**src/rtl/uart_echo_param.sv**
```systemverilog
// uart_echo_param: 16x-oversampled UART receiver, FIFO and transmitter that echoes every good frame
module uart_echo_param #(
  parameter int CLK_HZ     = 100000000,
  parameter int BAUD       = 115200,
  parameter int DATA_BITS  = 8,
  parameter int PARITY     = 0,
  parameter int STOP_BITS  = 1,
  parameter int FIFO_DEPTH = 16
) (
  input  logic                          CLK100MHZ,
  input  logic                          reset_n,
  input  logic                          isRX,
  input  logic                          isTX,
  input  logic                          RXD,
  input  logic                          err_clr,
  output logic                          TXD,
  output logic [$clog2(FIFO_DEPTH):0]   depth,
  output logic                          empty,
  output logic                          full,
  output logic                          parity_err,
  output logic                          frame_err,
  output logic                          overrun
);
  localparam int DIV = (CLK_HZ + BAUD * 8) / (BAUD * 16);
  localparam int CW  = (DIV > 1) ? $clog2(DIV) : 1;
  localparam int PW  = $clog2(FIFO_DEPTH);
  localparam int DW  = PW + 1;
  localparam logic [CW-1:0] DLAST = CW'(DIV - 1);
  localparam logic [DW-1:0] DMAX  = DW'(FIFO_DEPTH);

  typedef enum logic [2:0] {IDLE, START, DATA, PAR, STOP} state_t;

  function automatic logic par_of(input logic [DATA_BITS-1:0] d);
    return (PARITY == 1) ? ~^d : ^d;
  endfunction

  logic [CW-1:0] div_cnt;
  logic          tick;
  logic          rx_s1, rx_s2, rx_prev;

  state_t                 rx_state, rx_state_n;
  logic [3:0]             rx_tcnt, rx_tcnt_n, rx_bcnt, rx_bcnt_n;
  logic [DATA_BITS-1:0]   rx_sh, rx_sh_n;
  logic                   rx_pbad, rx_pbad_n, rx_sbad, rx_sbad_n;
  logic                   frame_bad, set_pe, set_fe, set_ov;

  logic [DATA_BITS-1:0]   mem [FIFO_DEPTH];
  logic [PW-1:0]          wp, rp;
  logic                   fifo_wr, fifo_rd;

  state_t                 tx_state, tx_state_n;
  logic [CW-1:0]          tx_pc, tx_pc_n;
  logic [3:0]             tx_tcnt, tx_tcnt_n, tx_bcnt, tx_bcnt_n;
  logic [DATA_BITS-1:0]   tx_sh, tx_sh_n;
  logic                   tx_par, tx_par_n, txd_n, btick;

  assign tick  = div_cnt == DLAST;
  assign empty = depth == '0;
  assign full  = depth == DMAX;
  assign btick = (tx_pc == DLAST) && (tx_tcnt == 4'd15);

  // free-running 16x oversampling tick shared by the receiver
  always_ff @(posedge CLK100MHZ or negedge reset_n)
    if (!reset_n) div_cnt <= '0;
    else          div_cnt <= tick ? '0 : div_cnt + CW'(1);

  // two-flop synchroniser plus one delay flop for falling-edge detection
  always_ff @(posedge CLK100MHZ or negedge reset_n)
    if (!reset_n) {rx_prev, rx_s2, rx_s1} <= 3'b111;
    else          {rx_prev, rx_s2, rx_s1} <= {rx_s2, rx_s1, RXD};

  // receiver state and datapath registers
  always_ff @(posedge CLK100MHZ or negedge reset_n)
    if (!reset_n) begin
      rx_state <= IDLE;
      rx_tcnt  <= '0;
      rx_bcnt  <= '0;
      rx_sh    <= '0;
      rx_pbad  <= 1'b0;
      rx_sbad  <= 1'b0;
    end else begin
      rx_state <= rx_state_n;
      rx_tcnt  <= rx_tcnt_n;
      rx_bcnt  <= rx_bcnt_n;
      rx_sh    <= rx_sh_n;
      rx_pbad  <= rx_pbad_n;
      rx_sbad  <= rx_sbad_n;
    end

  // receiver next state: every sample lands on tick 8 of its bit, the end-of-frame decision picks one outcome
  always_comb begin
    rx_state_n = rx_state;
    rx_tcnt_n  = rx_tcnt;
    rx_bcnt_n  = rx_bcnt;
    rx_sh_n    = rx_sh;
    rx_pbad_n  = rx_pbad;
    rx_sbad_n  = rx_sbad;
    fifo_wr    = 1'b0;
    set_pe     = 1'b0;
    set_fe     = 1'b0;
    set_ov     = 1'b0;
    frame_bad  = rx_sbad | ~rx_s2;
    if (rx_state == IDLE) begin
      if (isRX && rx_prev && !rx_s2) begin
        rx_state_n = START;
        rx_tcnt_n  = '0;
        rx_bcnt_n  = '0;
        rx_pbad_n  = 1'b0;
        rx_sbad_n  = 1'b0;
      end
    end else if (!isRX) begin
      rx_state_n = IDLE;
    end else if (tick) begin
      rx_tcnt_n = rx_tcnt + 4'd1;
      if (rx_tcnt == 4'd7) begin
        case (rx_state)
          START: rx_state_n = rx_s2 ? IDLE : DATA;
          DATA: begin
            rx_sh_n   = {rx_s2, rx_sh[DATA_BITS-1:1]};
            rx_bcnt_n = rx_bcnt + 4'd1;
            if (rx_bcnt == 4'(DATA_BITS - 1)) begin
              rx_bcnt_n = '0;
              if (PARITY != 0) rx_state_n = PAR;
              else             rx_state_n = STOP;
            end
          end
          PAR: begin
            rx_pbad_n  = rx_s2 != par_of(rx_sh);
            rx_state_n = STOP;
          end
          STOP: begin
            rx_sbad_n = frame_bad;
            rx_bcnt_n = rx_bcnt + 4'd1;
            if (rx_bcnt == 4'(STOP_BITS - 1)) begin
              rx_state_n = IDLE;
              set_fe     = frame_bad;
              set_pe     = !frame_bad && rx_pbad;
              set_ov     = !frame_bad && !rx_pbad && full && !fifo_rd;
              fifo_wr    = !frame_bad && !rx_pbad && (!full || fifo_rd);
            end
          end
          default: rx_state_n = IDLE;
        endcase
      end
    end
  end

  // FIFO storage; contents need no reset because depth guards every read
  always_ff @(posedge CLK100MHZ)
    if (fifo_wr) mem[wp] <= rx_sh;

  // FIFO pointers and occupancy
  always_ff @(posedge CLK100MHZ or negedge reset_n)
    if (!reset_n) begin
      wp    <= '0;
      rp    <= '0;
      depth <= '0;
    end else begin
      wp    <= wp + PW'(fifo_wr);
      rp    <= rp + PW'(fifo_rd);
      depth <= (fifo_wr == fifo_rd) ? depth : fifo_wr ? depth + DW'(1) : depth - DW'(1);
    end

  // transmitter state, bit timer and registered line output
  always_ff @(posedge CLK100MHZ or negedge reset_n)
    if (!reset_n) begin
      tx_state <= IDLE;
      tx_pc    <= '0;
      tx_tcnt  <= '0;
      tx_bcnt  <= '0;
      tx_sh    <= '0;
      tx_par   <= 1'b0;
      TXD      <= 1'b1;
    end else begin
      tx_state <= tx_state_n;
      tx_pc    <= tx_pc_n;
      tx_tcnt  <= tx_tcnt_n;
      tx_bcnt  <= tx_bcnt_n;
      tx_sh    <= tx_sh_n;
      tx_par   <= tx_par_n;
      TXD      <= txd_n;
    end

  // transmitter next state: the bit timer restarts at each pop so bit edges align to the start bit
  always_comb begin
    tx_state_n = tx_state;
    tx_pc_n    = (tx_pc == DLAST) ? '0 : tx_pc + CW'(1);
    tx_tcnt_n  = tx_tcnt + {3'b000, tx_pc == DLAST};
    tx_bcnt_n  = tx_bcnt;
    tx_sh_n    = tx_sh;
    tx_par_n   = tx_par;
    fifo_rd    = 1'b0;
    case (tx_state)
      IDLE: begin
        tx_pc_n   = '0;
        tx_tcnt_n = '0;
        if (isTX && !empty) begin
          fifo_rd    = 1'b1;
          tx_state_n = START;
          tx_sh_n    = mem[rp];
          tx_par_n   = par_of(mem[rp]);
          tx_bcnt_n  = '0;
        end
      end
      START: if (btick) tx_state_n = DATA;
      DATA: if (btick) begin
        tx_sh_n   = tx_sh >> 1;
        tx_bcnt_n = tx_bcnt + 4'd1;
        if (tx_bcnt == 4'(DATA_BITS - 1)) begin
          tx_bcnt_n = '0;
          if (PARITY != 0) tx_state_n = PAR;
          else             tx_state_n = STOP;
        end
      end
      PAR: if (btick) tx_state_n = STOP;
      STOP: if (btick) begin
        tx_bcnt_n = tx_bcnt + 4'd1;
        if (tx_bcnt == 4'(STOP_BITS - 1)) tx_state_n = IDLE;
      end
      default: tx_state_n = IDLE;
    endcase
    txd_n = (tx_state_n == START) ? 1'b0 :
            (tx_state_n == DATA)  ? tx_sh_n[0] :
            (tx_state_n == PAR)   ? tx_par : 1'b1;
  end

  // sticky error flags; a new error wins over a simultaneous clear
  always_ff @(posedge CLK100MHZ or negedge reset_n)
    if (!reset_n) begin
      parity_err <= 1'b0;
      frame_err  <= 1'b0;
      overrun    <= 1'b0;
    end else begin
      parity_err <= set_pe | (parity_err & ~err_clr);
      frame_err  <= set_fe | (frame_err & ~err_clr);
      overrun    <= set_ov | (overrun & ~err_clr);
    end
endmodule
```
**config.mk**
```make
export PLATFORM = sky130hd
export DESIGN_NAME = uart_echo_param
export DESIGN_NICKNAME = d
export VERILOG_FILES = /design/src/rtl/uart_echo_param.sv
export SDC_FILE = /design/constraint.sdc
export NUM_CORES = 1
export LEC_CHECK = 0
export CORE_ASPECT_RATIO = 1.25
export CORE_MARGIN = 5
export CORE_UTILIZATION = 35
export DETAILED_ROUTE_END_ITERATION = 8
export GPL_ROUTABILITY_DRIVEN = 0
export HOLD_SLACK_MARGIN = 0.1
export PLACE_DENSITY_LB_ADDON = 0.2
export SYNTH_ARGS = -nofsm -noshare
export SYNTH_HDL_FRONTEND = slang
export SYNTH_SLANG_ARGS = --single-unit
```
**constraint.sdc**
```tcl
create_clock -name CLK100MHZ -period 7.8 [get_ports CLK100MHZ]
set_input_delay 2.34 -clock CLK100MHZ [delete_from_list [all_inputs] [get_ports CLK100MHZ]]
set_output_delay 2.34 -clock CLK100MHZ [all_outputs]
set_load 0.1 [all_outputs]
```
==> images/clock_nets.png <==
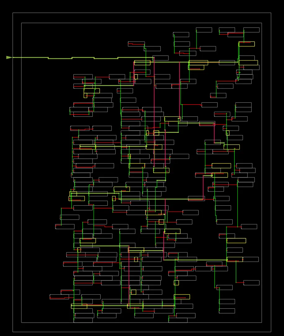
clock buffer count from CTS: 21
Layout clock buffers: 22

==> images/floorplan.png <==
Pins as bars on the die edge.
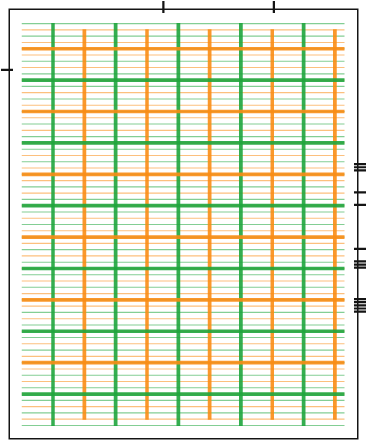
green -> VSS
orange -> VDD
rows = 64
met4 straps = 10
met1 rails = 65
met5 straps = 12
signal pins = 17
VDD IR-drop max: 118 uV
Chip Height: 185 um
core area: 24300 um^2

==> flow_metrics.py <==
# Metrics from the implementation run
metrics = {
    "sta": {
        "timing.final.hold_violations": 0,
        "maxSlewHeadroom_pct": 26.5,
        "fin_skew_ns": 0.0191,
        "finalCritPeriodShare_pct": 65.8,
        "max_freq_ghz": 0.195,
        "slew_violations": 0,
        "tightest_slew_ns": 1.10,
        "timing.hold.ws_ns": 0.356,
        "finalWorstSetupSlack_ns": 2.67,
        "rsz0062_at_grt": "no",
    },
    "worst_setup_path": {
        "cp_slowest_cell": "clkdlybuf4s50_1",
        "reg2reg_depth": 9,
        "startpoint": "depth[0]",
        "endpoint_kind": "primary output",
        "reg2reg_to": "mem[6][5]",
        "path_depth": 3,
        "worstReg2RegStart": "div_cnt[1]",
        "cp-endpoint": "empty",
        "startpoint_type": "flop",
        "arrival_ns": 2.79,
        "path_buffers": 1,
        "reg2reg_slack_ns": 4.21,
        "required_ns": 5.46,
        "cpPeakStageDelay_ns": 1.13,
        "cp_max_fo": 6,
        "crit_type": "reg2out",
    },
    "job": {
        "warnings": 30,
    },
    "global_routing": {
        "use_met2_pct": 22.8,
        "overflow": 0,
        "antenna_found_initial": 0,
        "met3_usage_pct": 2.35,
        "grt_pass1_wl_um": 27800,
        "busiest_layer": "met2",
        "grt_use_total_pct": 12.9,
        "grt_use_met1_pct": 16.1,
    },
    "power": {
        "powerDensity_nw_per_um2": 236,
        "power_mw": 2.32,
        "p_leak_nw": 3.92,
        "p_comb_share_pct": 4.4,
        "switching_share_pct": 22.0,
        "p_int_mw": 1.81,
        "seq_power_mw": 1.17,
        "seq_power_share_pct": 50.5,
        "top_power_group": "sequential cells",
        "power_frac_clock_pct": 45.1,
        "p_switching_mw": 0.511,
        "pg_clk_mw": 1.05,
    },
    "floorplanning": {
        "die_area_um2": 27900,
        "die_w_um": 150,
        "boundaryPins": 17,
        "taps": 330,
        "rows": 64,
    },
    "logic_synthesis": {
        "top_logic_kind": "multiplexers",
        "fa_ha_area_share_pct": 2.85,
        "top_cell": "edfxtp_1",
        "syn_area_um2": 8620,
        "yosys_area_um2": 8620,
        "ys.flops": 201,
        "syn_area_per_cell_um2": 15.0,
        "topCellsByArea": "edfxtp_1 (45%), dfrtp_1 (20%), mux4_2 (8.4%)",
        "synth-simple-area-share_pct": 9.38,
        "ys_sh_aoi_pct": 6.06,
        "mux_area_share_pct": 10.3,
        "async_flop_share_pct": 36.3,
        "synthCells": 573,
        "ys_sh_xor_pct": 3.66,
        "netlist.area_leader.share_pct": 44.6,
        "flop_cell": "edfxtp_1",
        "synth.distinct_cells": 65,
        "fp_nets": 598,
        "synthTopCellsByCount": "edfxtp_1 (128), dfrtp_1 (69), nor2_1 (49)",
        "enable_flop_cells": 128,
        "ys_cells": 573,
    },
    "cells_and_area": {
        "layout_top_cells": "edfxtp_1 (128), dfrtp_1 (68), nor2_1 (49), nand2_1 (42), mux4_2 (32)",
        "filler_cell_count": 2264,
        "clk_share_pct": 7.38,
        "drive_above_1_share_pct": 16.9,
        "area_growth_pct": 14.1,
        "final_nets": 618,
        "lay_top_count": "edfxtp_1",
        "fin_area_um2": 9830,
        "utilization_pct": 40.4,
        "inv_count": 18,
        "largest-register": "mem",
        "buffer_area_share_pct": 1.68,
        "sh_comb_area_pct": 28.3,
        "largest_cell_class": "registers",
        "instances_no_fill": 938,
        "combGateArea_um2": 2780,
        "largest_register_ffs": 128,
        "nNonClkBuffers": 17,
        "top_regs": "mem: 128 flops, rx_sh: 8 flops, tx_sh: 8 flops",
        "regArea_um2": 5680,
        "sh_seq_area_pct": 57.8,
    },
    "placement": {
        "place_area_um2": 9100,
        "dpl.cell_count": 900,
        "dp_hpwl_um": 11700,
    },
    "clock_network": {
        "clkLatencyLatePin_ns": 0.51,
        "root_buffer": "clkbuf_16",
        "clkTransAtPathRegs_ns": 0.07,
        "cts_buffer_depth": 3,
        "cts_max_level": 1,
        "hold_buffers": 0,
        "cts_resized": 0,
        "cts_setup_buffers": 0,
        "clock_sinks": 201,
    },
    "route": {
        "met3_length_um": 824,
        "drc": 0,
        "vias": 4731,
        "vias_per_cell": 5.04,
        "drtIter0Drc": 261,
        "dr.pass1.iters": 5,
        "totalWireLength_um": 17500,
        "dr_wl_met2_um": 9000,
        "wl_per_cell_um": 18.6,
        "met1_length_um": 7300,
    },
    "hold_path": {
        "whs_path_depth": 0,
        "hold_path.class": "reg2reg",
    },
    "status": {
        "status": "completed",
    },
}
==> images/ff_map.png <==
Other sequential cells in the stronger gray, the rest of the logic in the fainter gray.
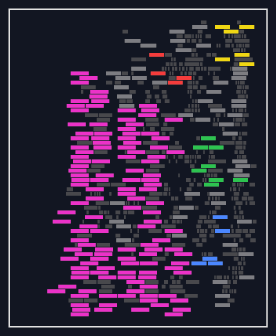
yellow -> `div_cnt`  # sequential cells 6, where top right
red -> `rx_bcnt`  # sequential cells 4, where top middle
blue -> `depth`  # sequential cells 5, where bottom right
magenta -> `mem`  # sequential cells 128
green -> `tx_sh`  # sequential cells 8, where right middle

Power figures rest on the tool's default switching activity, not on a simulated workload.
